==> src/rtl/multicycle_ctrl.sv <==
// ---------------------------------------------------------------------------
// multicycle_ctrl
//   Main control FSM for the multicycle MIPS core. It sequences fetch,
//   decode, execute, memory and writeback over several cycles, decodes the
//   6-bit opcode and stalls on the memory ready handshake.
//
// Ports
//   i_clk          clock, all state changes on the rising edge
//   i_rst_n        asynchronous active-low reset
//   i_op[5:0]      opcode from the IR; held stable by the IR after DECODE
//   i_zero         ALU zero flag, for branch resolution
//   i_mem_ready    memory completes the current read/write this cycle
//   o_pc_en        PC load enable
//   o_iord         memory address select (0=PC, 1=ALUOut)
//   o_mem_read     memory read strobe
//   o_mem_write    memory write strobe
//   o_ir_write     instruction register load
//   o_reg_dst      write register select (00=rt, 01=rd, 10=$31)
//   o_mem_to_reg   write data select (00=ALUOut, 01=MDR, 10=PC)
//   o_reg_write    register file write enable
//   o_alu_src_a    ALU A select (0=PC, 1=A)
//   o_alu_src_b    ALU B select (00=B, 01=4, 10=imm, 11=imm<<2)
//   o_aluop_sel    ALU control (00=add, 01=sub, 10=funct, 11=opcode decoder)
//   o_pc_source    PC source (00=ALU result, 01=ALUOut, 10=jump target)
//   o_instr_done   one-cycle pulse in the final cycle of each instruction
//   o_illegal_op   one-cycle pulse in DECODE for an unsupported opcode
// ---------------------------------------------------------------------------
module multicycle_ctrl (
  input  logic       i_clk,
  input  logic       i_rst_n,
  input  logic [5:0] i_op,
  input  logic       i_zero,
  input  logic       i_mem_ready,
  output logic       o_pc_en,
  output logic       o_iord,
  output logic       o_mem_read,
  output logic       o_mem_write,
  output logic       o_ir_write,
  output logic [1:0] o_reg_dst,
  output logic [1:0] o_mem_to_reg,
  output logic       o_reg_write,
  output logic       o_alu_src_a,
  output logic [1:0] o_alu_src_b,
  output logic [1:0] o_aluop_sel,
  output logic [1:0] o_pc_source,
  output logic       o_instr_done,
  output logic       o_illegal_op
);

  typedef enum logic [3:0] {
    S_FETCH  = 4'd0,
    S_DECODE = 4'd1,
    S_MEMADR = 4'd2,
    S_MEMRD  = 4'd3,
    S_MEMWB  = 4'd4,
    S_MEMWR  = 4'd5,
    S_RTEXE  = 4'd6,
    S_RTWB   = 4'd7,
    S_BRANCH = 4'd8,
    S_JUMP   = 4'd9,
    S_ITEXE  = 4'd10,
    S_ITWB   = 4'd11,
    S_JAL    = 4'd12
  } state_t;

  localparam logic [5:0] OP_RTYPE = 6'b000000;
  localparam logic [5:0] OP_LW    = 6'b100011;
  localparam logic [5:0] OP_SW    = 6'b101011;
  localparam logic [5:0] OP_BEQ   = 6'b000100;
  localparam logic [5:0] OP_BNE   = 6'b000101;
  localparam logic [5:0] OP_J     = 6'b000010;
  localparam logic [5:0] OP_JAL   = 6'b000011;
  localparam logic [5:0] OP_ADDI  = 6'b001000;
  localparam logic [5:0] OP_SLTI  = 6'b001010;
  localparam logic [5:0] OP_ANDI  = 6'b001100;
  localparam logic [5:0] OP_ORI   = 6'b001101;

  // Opcode dispatch out of DECODE; S_FETCH doubles as "unsupported opcode".
  function automatic state_t decode_target(input logic [5:0] op);
    state_t nxt;
    case (op)
      OP_RTYPE:                         nxt = S_RTEXE;
      OP_LW, OP_SW:                     nxt = S_MEMADR;
      OP_BEQ, OP_BNE:                   nxt = S_BRANCH;
      OP_J:                             nxt = S_JUMP;
      OP_JAL:                           nxt = S_JAL;
      OP_ADDI, OP_SLTI, OP_ANDI, OP_ORI: nxt = S_ITEXE;
      default:                          nxt = S_FETCH;
    endcase
    return nxt;
  endfunction

  state_t r_state;

  logic       w_pc_en;
  logic       w_mem_read;
  logic       w_mem_write;
  logic       w_ir_write;
  logic       w_reg_write;
  logic       w_instr_done;
  logic       w_illegal_op;

  // State register: sequencing of the instruction phases.
  always_ff @(posedge i_clk or negedge i_rst_n) begin
    if (!i_rst_n) begin
      r_state <= S_FETCH;
    end else begin
      case (r_state)
        S_FETCH:  r_state <= i_mem_ready ? S_DECODE : S_FETCH;
        S_DECODE: r_state <= decode_target(i_op);
        S_MEMADR: begin
          if (i_op == OP_LW)      r_state <= S_MEMRD;
          else if (i_op == OP_SW) r_state <= S_MEMWR;
          else                    r_state <= S_FETCH;
        end
        S_MEMRD:  r_state <= i_mem_ready ? S_MEMWB : S_MEMRD;
        S_MEMWR:  r_state <= i_mem_ready ? S_FETCH : S_MEMWR;
        S_RTEXE:  r_state <= S_RTWB;
        S_ITEXE:  r_state <= S_ITWB;
        default:  r_state <= S_FETCH;  // writeback/branch/jump states and codes 13-15
      endcase
    end
  end

  // Output decode of the state; pc_en, ir_write and instr_done also see mem_ready/zero.
  always_comb begin
    w_pc_en      = 1'b0;
    o_iord       = 1'b0;
    w_mem_read   = 1'b0;
    w_mem_write  = 1'b0;
    w_ir_write   = 1'b0;
    o_reg_dst    = 2'b00;
    o_mem_to_reg = 2'b00;
    w_reg_write  = 1'b0;
    o_alu_src_a  = 1'b0;
    o_alu_src_b  = 2'b00;
    o_aluop_sel  = 2'b00;
    o_pc_source  = 2'b00;
    w_instr_done = 1'b0;
    w_illegal_op = 1'b0;
    case (r_state)
      S_FETCH: begin
        w_mem_read  = 1'b1;
        o_alu_src_b = 2'b01;
        w_ir_write  = i_mem_ready;
        w_pc_en     = i_mem_ready;
      end
      S_DECODE: begin
        o_alu_src_b = 2'b11;  // branch target into ALUOut
        if (decode_target(i_op) == S_FETCH) begin
          w_illegal_op = 1'b1;
          w_instr_done = 1'b1;
        end else begin
          w_illegal_op = 1'b0;
        end
      end
      S_MEMADR: begin
        o_alu_src_a = 1'b1;
        o_alu_src_b = 2'b10;
      end
      S_MEMRD: begin
        w_mem_read = 1'b1;
        o_iord     = 1'b1;
      end
      S_MEMWB: begin
        w_reg_write  = 1'b1;
        o_mem_to_reg = 2'b01;
        w_instr_done = 1'b1;
      end
      S_MEMWR: begin
        w_mem_write  = 1'b1;
        o_iord       = 1'b1;
        w_instr_done = i_mem_ready;
      end
      S_RTEXE: begin
        o_alu_src_a = 1'b1;
        o_aluop_sel = 2'b10;
      end
      S_RTWB: begin
        w_reg_write  = 1'b1;
        o_reg_dst    = 2'b01;
        w_instr_done = 1'b1;
      end
      S_ITEXE: begin
        o_alu_src_a = 1'b1;
        o_alu_src_b = 2'b10;
        o_aluop_sel = 2'b11;
      end
      S_ITWB: begin
        w_reg_write  = 1'b1;
        w_instr_done = 1'b1;
      end
      S_BRANCH: begin
        o_alu_src_a  = 1'b1;
        o_aluop_sel  = 2'b01;
        o_pc_source  = 2'b01;
        w_instr_done = 1'b1;
        if (i_op == OP_BNE)      w_pc_en = ~i_zero;
        else if (i_op == OP_BEQ) w_pc_en = i_zero;
        else                     w_pc_en = 1'b0;
      end
      S_JUMP: begin
        o_pc_source  = 2'b10;
        w_pc_en      = 1'b1;
        w_instr_done = 1'b1;
      end
      S_JAL: begin
        o_pc_source  = 2'b10;
        w_pc_en      = 1'b1;
        w_reg_write  = 1'b1;
        o_reg_dst    = 2'b10;
        o_mem_to_reg = 2'b10;
        w_instr_done = 1'b1;
      end
      default: begin
        w_pc_en = 1'b0;  // codes 13-15: everything stays at 0
      end
    endcase
  end

  // Strobes are gated by reset directly so nothing fires while rst_n is low,
  // even in the same cycle reset arrives.
  assign o_pc_en      = w_pc_en      & i_rst_n;
  assign o_mem_read   = w_mem_read   & i_rst_n;
  assign o_mem_write  = w_mem_write  & i_rst_n;
  assign o_ir_write   = w_ir_write   & i_rst_n;
  assign o_reg_write  = w_reg_write  & i_rst_n;
  assign o_instr_done = w_instr_done & i_rst_n;
  assign o_illegal_op = w_illegal_op & i_rst_n;

endmodule
==> config.mk <==
export PLATFORM = sky130hd
export DESIGN_NAME = multicycle_ctrl
export DESIGN_NICKNAME = d
export VERILOG_FILES = /design/src/rtl/multicycle_ctrl.sv
export SDC_FILE = /design/constraint.sdc
export NUM_CORES = 1
export LEC_CHECK = 0
export CORE_MARGIN = 2
export CORE_UTILIZATION = 40
export CTS_CLUSTER_SIZE = 10
export DETAILED_ROUTE_END_ITERATION = 7
export HOLD_SLACK_MARGIN = 0.12
export PLACE_DENSITY_LB_ADDON = 0.2
export SKIP_CTS_REPAIR_TIMING = 1
export SLEW_MARGIN = 20
export SYNTH_ARGS = -nofsm -noshare
export SYNTH_HDL_FRONTEND = slang
export SYNTH_SLANG_ARGS = --single-unit
==> constraint.sdc <==
create_clock -name i_clk -period 5.73 [get_ports i_clk]
set_clock_uncertainty 0.05 [all_clocks]
set_input_delay 1.719 -clock i_clk [delete_from_list [all_inputs] [get_ports i_clk]]
set_output_delay 1.719 -clock i_clk [all_outputs]
set_load 0.02 [all_outputs]
Fig. 1: met1 routing
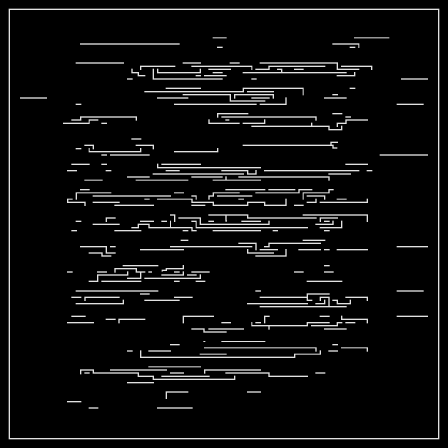
nets with wire on the layer: 108
main direction: horizontal
longest straight run: 16.6 um
share of all routed wire: 44%

==> job_summary.md <==
## Synthesis and layout report

| Metric | Value |
|---|---|
| RSZ-0062 raised after global routing | `false` |
| Cells after Synth | `93` |
| Total of max-cap violations | `0` |
| Tot GR Track Use | `19.0%` |
| Area delta synth->final | `41.8%` |
| DIE HEIGHT | `46 um` |
| Post-synth top cells | `nor2_1 (11), nand2_1 (9), and2_1 (6), nor3_1 (6), buf_2 (5)` |
| Core ar. | `1690 um^2` |
| Switching power | `58.5 uW` |
| Static leakage | `0.000348 uW` |
| Worst-path clk slew | `0.04 ns` |
| Worst rel slew slack | `51.1%` |
| Chip width | `46 um` |
| Gr ovfl total | `0` |
| Outcome | `complete, no violations` |
| Max Slew Vio Count | `0` |
| CTS tree | `done` |
| Wirelength per Cell | `13.4 um` |
| Remaining antenna violation count | `0` |
| R2R Path Start | `r_state[0]` |
| Biggest area cells | `dfrtp_1 (14%), nor2_1 (5.9%), and2_1 (5.3%)` |
| Initial antenna violation count | `0` |
| Hold WS | `0.718 ns` |
| Dominant synthesized flop cell | `dfrtp_1` |
| Ys async rst share | `100%` |
| Max reg flops | `4` |
| R2r worst-path depth | `5` |
| Setup Total Neg Slack | `0 ns` |
| IO Pins | `29` |
| Top-area cell share | `14.2%` |
| Least-Margin Pin Slew | `0.734 ns` |
| Clk sink count | `4` |
| # DRC | `0` |
| H-tree Lvls | `1` |
| Post-Syn Nets | `103` |
| Hold/Removal Path Class | `flop to flop` |
| R2R Setup Slk | `3.89 ns` |
Fig. 2: the metal 2 layer
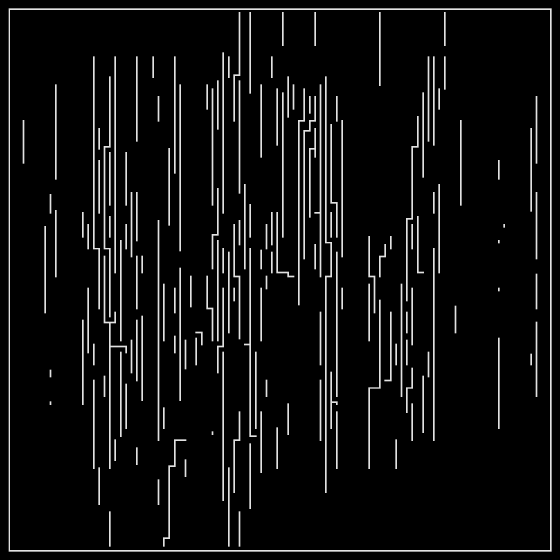
main direction: vertical
share of all routed wire: 51%
nets with wire on the layer: 112
wire length on this layer: 927 um

[kinds of logic (layout without fill, tap and decap cells)]
| logic type | after synthesis | count (layout) | synth area share [%] |
|---|---|---|---|
| flops | 4 | 4 | 14.2 |
| simple gates | 54 | 54 | 46.8 |
| xor+xnor | 4 | 4 | 4.96 |
| compound gates | 21 | 21 | 24.5 |
| mux | 2 | 2 | 2.84 |
| buf+inv | 8 | 34 | 6.74 |
[worst min-delay path by stage]
stage	slack, ns	cells past startpoint	end	from
2_1_floorplan	0.62	2	r_state[2]	r_state[3]
6_report	0.72	1	r_state[3]	r_state[2]
4_1_cts	0.72	1	r_state[3]	r_state[2]
3_5_place_dp	0.71	1	r_state[3]	r_state[2]
3_3_place_gp	0.72	1	r_state[3]	r_state[2]
5_1_grt	0.76	1	r_state[3]	r_state[2]
[layout by cell type (no fill, tap or decap)]
cell type / instances
clkdlybuf4s50_1: 28
nor2_1: 11
nand2_1: 9
nor3_1: 6
and2_1: 6
xnor2_1: 4
dfrtp_1: 4
nand2b_1: 3
a22oi_1: 3
o21ai_0: 3
nand3b_1: 3
clkbuf_4: 3
nor3b_1: 2
nor2b_4: 2
mux2i_1: 2
nor2b_1: 2
or3_1: 2
a21oi_1: 2
nor3_2: 2
o21bai_1: 2
buf_4: 2
nand2b_4: 1
nand4b_1: 1
nor2_4: 1
nand3_1: 1
inv_1: 1
o21ai_1: 1
a31o_2: 1
o221ai_1: 1
a21o_1: 1
a2111oi_4: 1
a32oi_1: 1
nor3b_2: 1
a311oi_1: 1
o2111a_1: 1
and2_2: 1
a211oi_1: 1
a211o_1: 1
a21boi_0: 1
[through the flow]
step	setup slack, ns	cells	util [%]	area, um^2
after detailed placement	0.129	133	57.9	978
after floorplan	0.993	93	-	706
after global routing	0.0288	136	59.3	1000
final	0.129	136	59.3	1000
after global placement	0.141	133	57.9	978
after CTS	0.121	136	59.3	1000
[layout make-up]
type	instances	area [um^2]	area share, %
Tap cell	17	21.3	2.13
Clock buffer	3	22.5	2.25
Sequential cell	4	100	10.0
Inverter	1	3.75	0.375
Timing Repair Buffer	30	295	29.5
Multi-Input combinational cell	81	558	55.7
[power groups by stage]
stage / clock network [uW] / registers, uW / logic, uW
detailed placement: 0 / 41.2 / 72.5
CTS: 36.2 / 40.9 / 72.7
global route: 37.9 / 42.2 / 78.8
global placement: 0 / 41.0 / 71.6
finish: 35.7 / 41.2 / 72.2
floorplan: 0 / 32.0 / 52.2
[worst max-delay path, cell delays in order]
cell,delay [ns]
clkdlybuf4s50_1,0.51
or3_1,0.43
or3_1,0.37
a21boi_0,0.18
clkdlybuf4s50_1,0.63
[per-layer routing]
metal  wire, um  GRT usage, %  vias to the layer above  share of wire [%]
li1           -             -                      390                  -
met1        804          24.1                      365                 44
met2        926          33.3                       28                 51
met3         76          2.38                        2                4.2
met4         10          5.14                        0               0.55
met5          0             0                        -                  0
Power figures rest on the tool's default switching activity, not on a simulated workload.
